$ cat config.mk
export PLATFORM = sky130hd
export DESIGN_NAME = lcd_text_ctrl
export DESIGN_NICKNAME = d
export VERILOG_FILES = /design/src/rtl/lcd_text_ctrl.sv
export SDC_FILE = /design/constraint.sdc
export NUM_CORES = 1
export LEC_CHECK = 0
export CORE_UTILIZATION = 50
export CTS_CLUSTER_DIAMETER = 60
export DETAILED_ROUTE_END_ITERATION = 8
export PLACE_DENSITY = 0.73
export SETUP_SLACK_MARGIN = 0.1
export SYNTH_ARGS = -nofsm -noshare
export SYNTH_HDL_FRONTEND = slang
export SYNTH_SLANG_ARGS = --single-unit
$ cat constraint.sdc
create_clock -name clk -period 2.1 [get_ports clk]
set_input_delay 0.42 -clock clk [delete_from_list [all_inputs] [get_ports clk]]
set_output_delay 0.42 -clock clk [all_outputs]
set_load 0.01 [all_outputs]
$ cat src/rtl/lcd_text_ctrl.sv
// ---------------------------------------------------------------------------
// lcd_text_ctrl
// HD44780-class character-LCD refresh controller. After reset it waits for
// the panel to power up, issues the four-command init sequence, then
// repaints every row continuously (or stops after the current frame when
// refresh_en drops). Every LCD transfer occupies one slot of STEP_MS
// millisecond ticks: row/col update on entering phase 0, bus loads on
// phase 1, E rises on phase 2 and falls on phase 3.
//
// Ports:
//   clk         system clock
//   reset       asynchronous, active-low reset
//   refresh_en  1 = keep repainting, 0 = stop after the current frame
//   char_row    row of the character currently requested from the source
//   char_col    column of the character currently requested
//   char_data   CGROM code for (char_row, char_col)
//   init_done   level, set once the init sequence completes
//   frame_done  one-clk pulse when the last char of the last row is written
//   lcd_e       LCD enable strobe
//   lcd_rs      0 = command, 1 = data
//   lcd_rw      always 0 (write only)
//   lcd_data    LCD data bus
// ---------------------------------------------------------------------------
module lcd_text_ctrl #(
    parameter int CLK_PER_MS = 100000,
    parameter int STEP_MS    = 4,
    parameter int PWRUP_MS   = 100,
    parameter int ROWS       = 2,
    parameter int COLS       = 16
) (
    input  logic       clk,
    input  logic       reset,
    input  logic       refresh_en,
    output logic [1:0] char_row,
    output logic [4:0] char_col,
    input  logic [7:0] char_data,
    output logic       init_done,
    output logic       frame_done,
    output logic       lcd_e,
    output logic       lcd_rs,
    output logic       lcd_rw,
    output logic [7:0] lcd_data
);

    localparam int MS_W = $clog2(CLK_PER_MS);
    localparam int PH_W = $clog2(STEP_MS);
    localparam int PU_W = (PWRUP_MS > 1) ? $clog2(PWRUP_MS) : 1;

    localparam logic [MS_W-1:0] MS_LAST  = MS_W'(CLK_PER_MS - 1);
    localparam logic [PH_W-1:0] PH_LAST  = PH_W'(STEP_MS - 1);
    localparam logic [PH_W-1:0] PH_0     = PH_W'(0);
    localparam logic [PH_W-1:0] PH_1     = PH_W'(1);
    localparam logic [PH_W-1:0] PH_2     = PH_W'(2);
    localparam logic [PU_W-1:0] PU_LAST  = PU_W'(PWRUP_MS - 1);
    localparam logic [1:0]      ROW_LAST = 2'(ROWS - 1);
    localparam logic [4:0]      COL_LAST = 5'(COLS - 1);

    typedef enum logic [2:0] {
        S_PWRUP,
        S_FUNC_SET,
        S_DISP_ON,
        S_CLEAR,
        S_ENTRY,
        S_ADDR,
        S_CHAR,
        S_IDLE
    } state_t;

    // DDRAM start address of each row on 1/2/4-line panels.
    function automatic logic [7:0] row_base(input logic [1:0] row);
        case (row)
            2'd0:    row_base = 8'h00;
            2'd1:    row_base = 8'h40;
            2'd2:    row_base = 8'(COLS);
            default: row_base = 8'h40 + 8'(COLS);
        endcase
    endfunction

    state_t          r_state;
    logic [MS_W-1:0] r_ms_cnt;
    logic [PH_W-1:0] r_phase;
    logic [PU_W-1:0] r_pwr_cnt;
    logic [1:0]      r_row;
    logic [4:0]      r_col;
    logic            r_init_done;
    logic            r_frame_done;
    logic            r_lcd_e;
    logic            r_lcd_rs;
    logic [7:0]      r_lcd_data;

    logic            w_tick;
    logic            w_bus_rs;
    logic [7:0]      w_bus_byte;

    assign w_tick = (r_ms_cnt == MS_LAST);

    // Free-running millisecond prescaler; first tick lands CLK_PER_MS clks
    // after reset release.
    // NOTE: sequential state is always assigned with <= so every flop samples
    // pre-edge values regardless of statement order.
    always_ff @(posedge clk or negedge reset) begin
        if (!reset) begin
            r_ms_cnt <= '0;
        end else if (w_tick) begin
            r_ms_cnt <= '0;
        end else begin
            r_ms_cnt <= r_ms_cnt + 1'b1;
        end
    end

    // Byte and RS to present when the current slot reaches phase 1.
    // NOTE: both outputs get a default first so no path leaves them unassigned
    // (otherwise a latch is inferred).
    always_comb begin
        w_bus_rs   = 1'b0;
        w_bus_byte = 8'h00;
        case (r_state)
            S_FUNC_SET: w_bus_byte = 8'h38;
            S_DISP_ON:  w_bus_byte = 8'h0C;
            S_CLEAR:    w_bus_byte = 8'h01;
            S_ENTRY:    w_bus_byte = 8'h06;
            S_ADDR:     w_bus_byte = 8'h80 | row_base(r_row);
            S_CHAR: begin
                w_bus_rs   = 1'b1;
                w_bus_byte = char_data;
            end
            default: ;
        endcase
    end

    always_ff @(posedge clk or negedge reset) begin
        if (!reset) begin
            r_state      <= S_PWRUP;
            r_phase      <= '0;
            r_pwr_cnt    <= '0;
            r_row        <= '0;
            r_col        <= '0;
            r_init_done  <= 1'b0;
            r_frame_done <= 1'b0;
            r_lcd_e      <= 1'b0;
            r_lcd_rs     <= 1'b0;
            r_lcd_data   <= 8'h00;
        end else begin
            r_frame_done <= 1'b0;
            if (w_tick) begin
                case (r_state)
                    S_PWRUP: begin
                        if (r_pwr_cnt == PU_LAST) begin
                            r_state <= S_FUNC_SET;
                            r_phase <= '0;
                        end else begin
                            r_pwr_cnt <= r_pwr_cnt + 1'b1;
                        end
                    end
                    S_IDLE: begin
                        if (refresh_en) begin
                            r_state <= S_ADDR;
                            r_phase <= '0;
                            r_row   <= '0;
                            r_col   <= '0;
                        end
                    end
                    default: begin
                        if (r_phase != PH_LAST) begin
                            r_phase <= r_phase + 1'b1;
                            // Action belongs to the phase being entered.
                            case (r_phase)
                                PH_0: begin
                                    r_lcd_rs   <= w_bus_rs;
                                    r_lcd_data <= w_bus_byte;
                                end
                                PH_1:    r_lcd_e <= 1'b1;
                                PH_2:    r_lcd_e <= 1'b0;
                                default: ;
                            endcase
                        end else begin
                            // Slot ends: pick the next slot, phase 0.
                            r_phase <= '0;
                            case (r_state)
                                S_FUNC_SET: r_state <= S_DISP_ON;
                                S_DISP_ON:  r_state <= S_CLEAR;
                                S_CLEAR:    r_state <= S_ENTRY;
                                S_ENTRY: begin
                                    r_init_done <= 1'b1;
                                    r_state     <= S_ADDR;
                                    r_row       <= '0;
                                    r_col       <= '0;
                                end
                                S_ADDR: begin
                                    r_state <= S_CHAR;
                                    r_col   <= '0;
                                end
                                S_CHAR: begin
                                    if (r_col != COL_LAST) begin
                                        r_col <= r_col + 5'd1;
                                    end else if (r_row != ROW_LAST) begin
                                        r_state <= S_ADDR;
                                        r_row   <= r_row + 2'd1;
                                        r_col   <= '0;
                                    end else begin
                                        // Frame complete; refresh_en only
                                        // matters here, never mid-frame.
                                        r_frame_done <= 1'b1;
                                        if (refresh_en) begin
                                            r_state <= S_ADDR;
                                            r_row   <= '0;
                                            r_col   <= '0;
                                        end else begin
                                            r_state <= S_IDLE;
                                        end
                                    end
                                end
                                default: r_state <= S_PWRUP;
                            endcase
                        end
                    end
                endcase
            end
        end
    end

    assign char_row   = r_row;
    assign char_col   = r_col;
    assign init_done  = r_init_done;
    assign frame_done = r_frame_done;
    assign lcd_e      = r_lcd_e;
    assign lcd_rs     = r_lcd_rs;
    assign lcd_rw     = 1'b0;
    assign lcd_data   = r_lcd_data;

endmodule
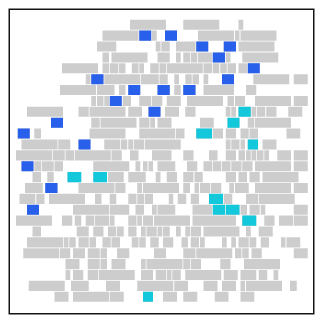
(logic cells by family)
Scale: 4 px per um.
colour	family	cells
cyan	non-inverting ao/oa cells	11
blue	xor and xnor cells	19
Cell Count, Final, Fillers Out: 390
combinational share of cell area: 43.0%
dominant logic cell type in the layout: dfrtp_1

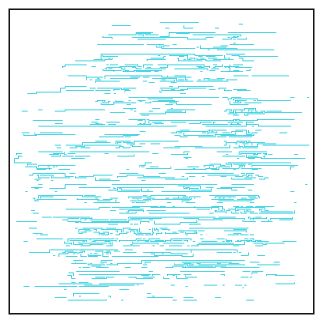
(the metal 1 layer)
Scale: 4 px per um.
longest straight run	34.5 um
share of all routed wire	47%
nets with wire on the layer	304
wire length on this layer	2940 um
met1 Track Usage GR: 33.1%
drt total wl: 6280 um
Vias: 2329

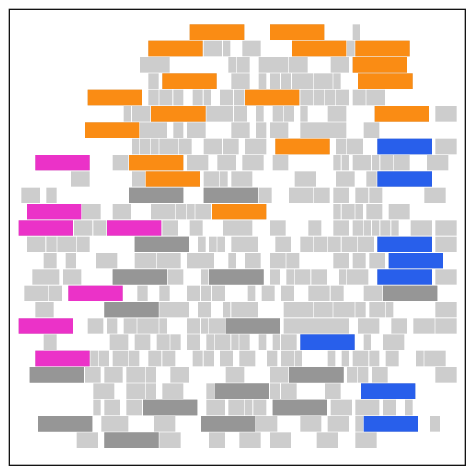
(sequential cells grouped by signal name)
Scale: 6 px per um.
colour	netlist name	placed flops
magenta	r_pwr_cnt	7
blue	lcd_data	8
orange	r_ms_cnt	17
Layout Utilization: 63.0%
Seq. pwr: 0.923 mW
sequential share of cell area: 36.9%

==> results.toml <==
# yosys + openroad results
[routing]
top_layer = "met4"
wl_met1_um = 2940
drt_first_pass_iters = 5
drc = 0
dr_wl_met3_um = 365
dr_wl_met2_um = 2850
final_antenna_net_count = 0
via_per_inst = 5.97

[cts]
cts_sinks = 48
cts_hold_repair.buffers = 0
clk_pin_slew_ns = 0.09
tritoncts = "built"
cts_setup_buffers = 0
cts_root_buffer = "clkbuf_8"
h-tree-depth = 2
cts_buffers = 5
clockBufferDepth = 2

[floorplanning]
io_pins = 31
fp.dieW_um = 75.8
chipHeight_um = 75.8
coreArea_um2 = 5170

[yosys]
async_reset_ff_share_pct = 100
ys_seq_share_pct = 44.1
ys_sh_simple_pct = 25.7
yosysUniqueCellTypes = 59
ys_area_um2 = 2720
synth-edff-count = 0
ys_warn_count = 0
fp_nets = 298
synth_top_area_share_pct = 44.1
yosys.area.top_type = "dfrtp_1"
mux_area_share_pct = 2.02
aoi_share_pct = 14.3
topCellsByArea = "dfrtp_1 44%, xnor2_1 4.5%, nand3_1 3.3%, ha_1 2.8%, nand4_1 2.8%"
ys_cells = 281
synthAdderAreaFrac_pct = 2.76
syn_area_um2 = 2720

[worst_hold_path]
hold_path.class = "in -> async"

[place]
hpwl_um = 4590
post-place-ws_ns = 0.0843
place_area_um2 = 3130
place_inst = 381
portBuffers = 29
place.gp.congestion = 0.892

[power]
p_comb_share_pct = 2.7
power.share.clock_pct = 40.6
sw_frac_of_total_pct = 20.4
p_comb_mw = 0.0432
clk-power_mw = 0.661
p_seq_share_pct = 56.7
ir_drop_uv = 272
p_sw_mw = 0.332
cellPowerDensity_nw_per_um2 = 500
total_power_mw = 1.63
p_int_mw = 1.30
maxPowerGroup = "sequential cells"

[run]
tool_warnings = 29
drv_cap = 0

[critical_path]
rr_endpoint = "lcd_data[1]"
critPathArrivalTime_ns = 2.11
end_kind = "flip-flop"
path_cells = "nor4_4 > buf_4 > nand3_2 > or4_1 > o211ai_1"
ff2ff_path_depth = 5
path_class = "reg -> reg"
path_buffers = 1
critPathLaunchType = "flip-flop"
max_stage_delay_ns = 0.58
r2r_slack_ns = 0.22
critPathMaxFanout = 8

[cells_and_area]
layout-drive-gt1-share_pct = 14.7
largest_register_ff_count = 17
regMostFlops = "r_ms_cnt"
area_delta_synth_final_pct = 19.7
nets = 336
fin_area_um2 = 3260

[final_timing]
worst_slack_ns = 0.215
hold_viol = 0
fin_crit_sh_pct = 89.8
rsz0062_at_grt = "true"
worst_pin_slew_ns = 0.609
slew_viol_final = 0
skew_ns = 0.00835
relSlewSlack_pct = 59.4

[grt]
antenna_found_initial = 0
gr-total-overflow = 0
grt_pass1_wl_um = 10100
grt_max_degree = 28

[outcome]
outcome = "completed"
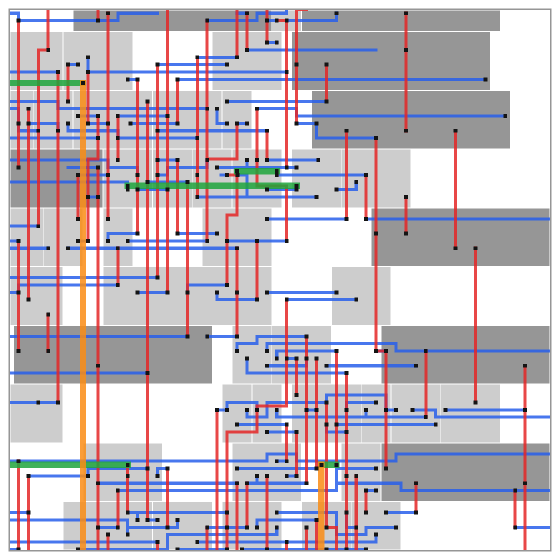
(zoomed window)
Window x 44 to 69, y 44 to 69 um. Cells in grey, sequential cells in the stronger grey; small squares are vias.
colour	layer
red	metal 2
blue	metal 1
green	metal 3
orange	metal 4
most frequent	dfrtp_1 (6), nand3_1 (4)
cells with their middle in the window	43
sequential cells in the window	6
netlist names of flops here include	r_ms_cnt (4), lcd_data (2)

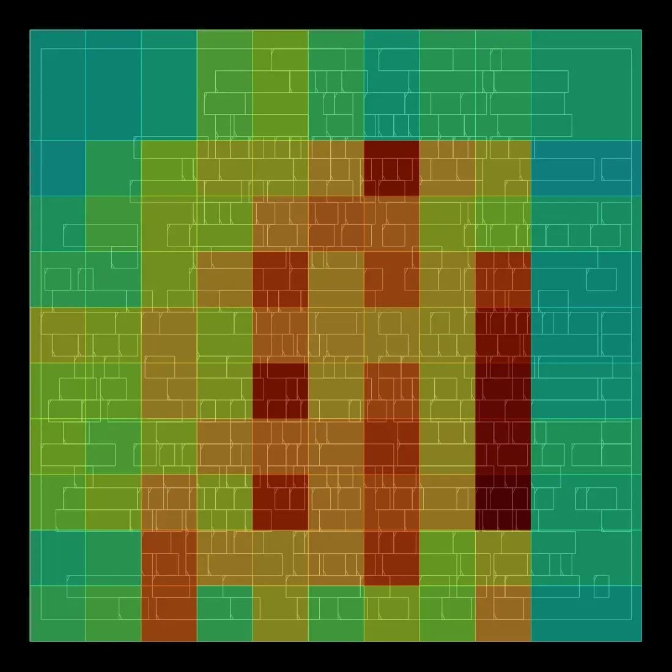
(routing congestion)
All-Layer GR Usage: 24.1%
GR Util met3: 5.82%
met2 GRT Util: 36.3%
global route hottest layer: met2

-- cell usage after synthesis, drive strengths merged, types with 2 or more instances --
library cell and count:
o31ai 8, nor3 11, nor2 16, and4 6, ha 6, o31a 4
o21a 2, nand3b 2, a21boi 2, nand3 19, nand4b 2, xnor2 14
or2 3, o22ai 4, o41ai 4, a31oi 2, nor2b 2, nand4 12
and3 8, dfrtp 48, or3 3, nor4 6, a21oi 4, a211oi 2
nand2 20, buf 9, inv 13, and4b 2, and2 2, mux2 4
nand2b 2, xor2 5, o21ai 8, o211ai 4, clkbuf 6
-- cell type report --
type / count / area (um2)
fillers: 422 / 1920
inverters: 13 / 48.8
repair buffers: 46 / 413
clock buffers: 6 / 72.6
clock inverters: 2 / 35.0
multi-input cells: 205 / 1400
flip-flops and latches: 48 / 1200
well taps: 70 / 87.6
No activity file was given, so power comes from the tool's default toggle rates.
